==> config.mk <==
export PLATFORM = sky130hd
export DESIGN_NAME = serial_frame_rx_flat
export DESIGN_NICKNAME = d
export VERILOG_FILES = /design/src/rtl/link_pkg.sv /design/src/rtl/serial_frame_rx_if.sv /design/src/rtl/s2p_shift.sv /design/src/rtl/serial_frame_rx.sv /design/src/flat_wrapper.sv
export SDC_FILE = /design/constraint.sdc
export NUM_CORES = 1
export LEC_CHECK = 0
export CAP_MARGIN = 20
export CORE_MARGIN = 5
export CORE_UTILIZATION = 40
export CTS_CLUSTER_DIAMETER = 80
export DETAILED_ROUTE_END_ITERATION = 8
export GPL_TIMING_DRIVEN = 1
export PLACE_DENSITY_LB_ADDON = 0.08
export SYNTH_ARGS = -nofsm -noshare
export SYNTH_HDL_FRONTEND = slang
export SYNTH_HIERARCHICAL = 1
export SYNTH_SLANG_ARGS = --single-unit
==> constraint.sdc <==
create_clock -name Clock -period 1.15 [get_ports Clock]
set_input_delay 0.23 -clock Clock [delete_from_list [all_inputs] [get_ports Clock]]
set_output_delay 0.23 -clock Clock [all_outputs]
set_load 0.02 [all_outputs]
==> images/sizes.png <==
Scale: 8 px per um.
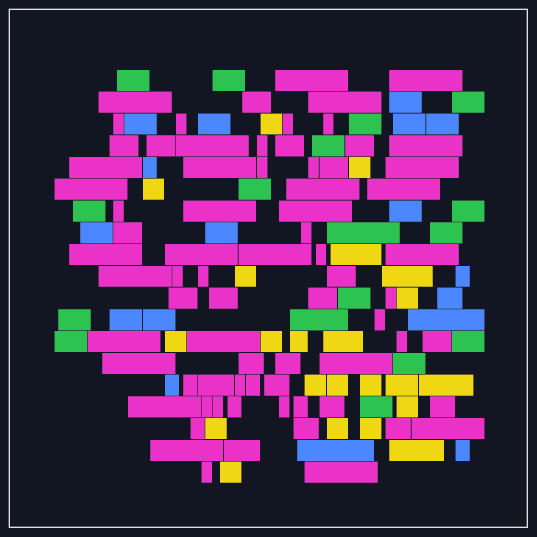
magenta -> _0 and _1 cells  # cells 73
green -> _6 and larger  # cells 17
blue -> _2 cells  # cells 17
yellow -> _3 and _4 cells  # cells 22
Final Instance Area: 1650 um^2
fin worst setup slack: -0.0152 ns

==> images/layer_met3.png <==
Scale: 8 px per um.
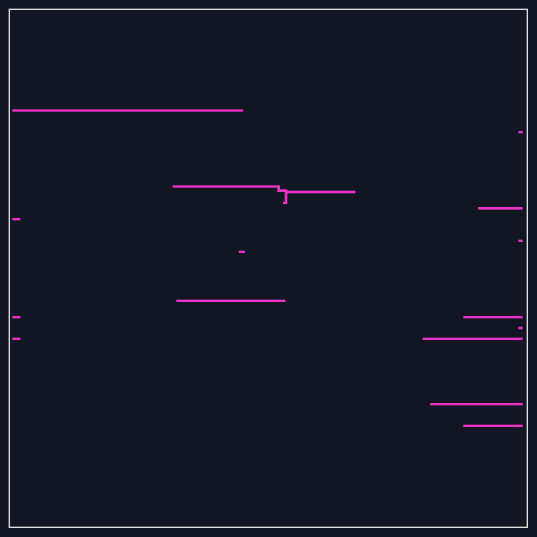
main direction = horizontal
wire length on this layer = 113 um
nets with wire on the layer = 13
longest straight run = 28.5 um
share of all routed wire = 4.9%
via total after detailed routing: 807
met3 Usage GRT: 7.25%
final wirelength: 2.30 mm

==> images/metal_density.png <==
Scale: 6 px per um. 13 x 13 tiles, from black (low) to pale yellow (high), scaled to the fullest tile. Values are wire area over tile area, all layers added.
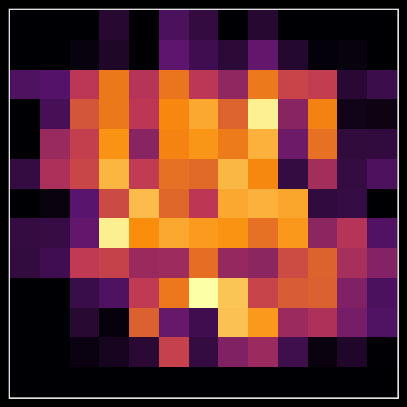
emptiest ninth of the die = bottom left
densest ninth of the die = middle
tiles over half the peak = 33%
fullest tile = 0.26
mean over tiles = 0.086
WL per Instance: 14.4 um
GRT Total Usage: 13.0%

==> images/flops_by_reg.png <==
Scale: 6 px per um.
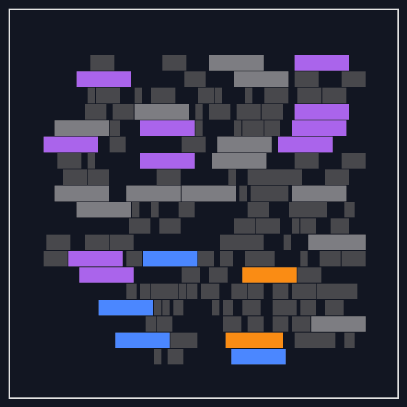
blue -> `u_core/cnt`  # placed flops 4
purple -> `u_core/link.pOut`  # placed flops 10
orange -> `u_core/state`  # placed flops 2
Util after Layout: 58.7%
Reg area: 728 um^2
Seq/total area: 44.3%
Seq. pwr: 0.00166 W

==> flow_summary.toml <==
# implementation run metrics
[outcome]
status = "finished with violations"
violations = "setup timing"

[clock_tree]
htreeDepth = 2
cts_root_buf = "clkbuf_4"
clockBufferDepth = 2
cts.sinks = 29

[yosys]
yosysChipArea_um2 = 1190
ys_sh_simple_pct = 12.2
aoi_share_pct = 4.10
ys_types = 22

[final_timing]
max_slew_margin_pct = 73.9
hold_ws_ns = 0.216
skew_ns = 0.00856
layout_setup_ws_ns = -0.0152
grt_setup_unrepaired = "true"
setup_violations = 7

[drt]
drt_iter0_markers = 19
via_per_inst = 5.04
detail-route-antenna-nets = 0

[finish]
logic_area_um2 = 482
final_layout_size_suffix_gt1_share_pct = 43.4

[floorplan]
fp_util_pct = 42.5
die-height_um = 64.6
core_region_area_um2 = 2810

[critical_path]
critical_path_class = "reg -> reg"
required_ns = 1.36
critical-path-max-stage-delay_ns = 0.44
crit_path_top_delay_cell = "dfrtp_2"
timing.critical_path.buf_inv = 2
cp_top_family = "flip-flops"
crit_top_cell = "buf_6"

[place]
place_congestion = 0.694
dp_hpwl_mm = 1.48

[grt]
grt_max_degree = 20
grt_pass1_wl_mm = 3.97

[power]
ir_worst_vdd_v = 0.00139

[run]
maxCapViolCount = 0
-- layer usage --
metal | vias up | track usage (%) | routed length, um
met5 | - | 0 | 0
met4 | 0 | 5.54 | 17
met3 | 2 | 7.25 | 112
met2 | 18 | 18.6 | 1090
met1 | 393 | 16.3 | 1080
li1 | 394 | - | -
-- cell usage after synthesis --
cell type  count  area share (%)
o21bai_1       1            0.63
nor2_4         1            0.95
a22o_1         1            0.74
nor2_1        11             3.5
dfrtp_1       29              61
or3b_1         1            0.74
o21ai_0        3             1.3
a41oi_1        1            0.74
inv_1          5             1.6
buf_1          1            0.31
nand2b_1       2             1.1
and3b_1        1            0.74
ha_1           2             2.1
o311ai_0       1            0.74
nand2_1        5             1.6
nand3_1        2            0.84
mux2i_1       10             8.4
mux2_2        10             9.5
buf_6          1            0.95
nand3_4        1             1.5
nor3b_1        1            0.63
and4_1         1            0.74
-- cells by family after synthesis --
group | count (synthesis)
adder cells (fa/ha/maj) | 2
AND-OR/OR-AND | 7
AND/OR/NAND/NOR | 26
flip-flops | 29
buffers and inverters | 7
multiplexers | 20
-- layout make-up --
class | count | share of cell area, %
clock buffer | 5 | 2.28
clock inverter | 3 | 1.06
inverter | 5 | 1.29
multi-input combinational | 56 | 29.3
sequential | 29 | 44.3
tap | 31 | 2.36
timing repair buffer | 31 | 19.5
-- timing repair --
item,in CTS,in global routing
buffers inserted,2,0
pin swaps,2,1
endpoints found under the setup margin,35,33
resized,63,27
gates cloned,2,1
-- cells in the final DEF, fill, tap and decap left out, types with 2 or more instances in the layout --
cell type and instances:
dfrtp_1 27, buf_6 15, nor2_1 11, mux2_2 10
mux2i_1 10, buf_4 9, clkbuf_4 5, nand2_1 5
inv_1 4, o21ai_0 3, clkinv_2 2, nand3_4 2
clkdlybuf4s50_1 2, buf_2 2, nand3_1 2, ha_1 2
dfrtp_2 2
-- report_power, final --
part / internal (W) / switching, W
Sequential: 0.00139 / 0.000274
Combinational: 0.000900 / 0.000701
Clock: 0.000230 / 0.000354
-- metrics by stage --
stage                     std cells  setup WS [ns]
final                           160        -0.0152
after global routing            160        -0.0813
after CTS                       159       -0.00919
after detailed placement        147         -0.385
after global placement          147         -0.357
after floorplan                  91        -0.0187
No activity file was given, so power comes from the tool's default toggle rates.
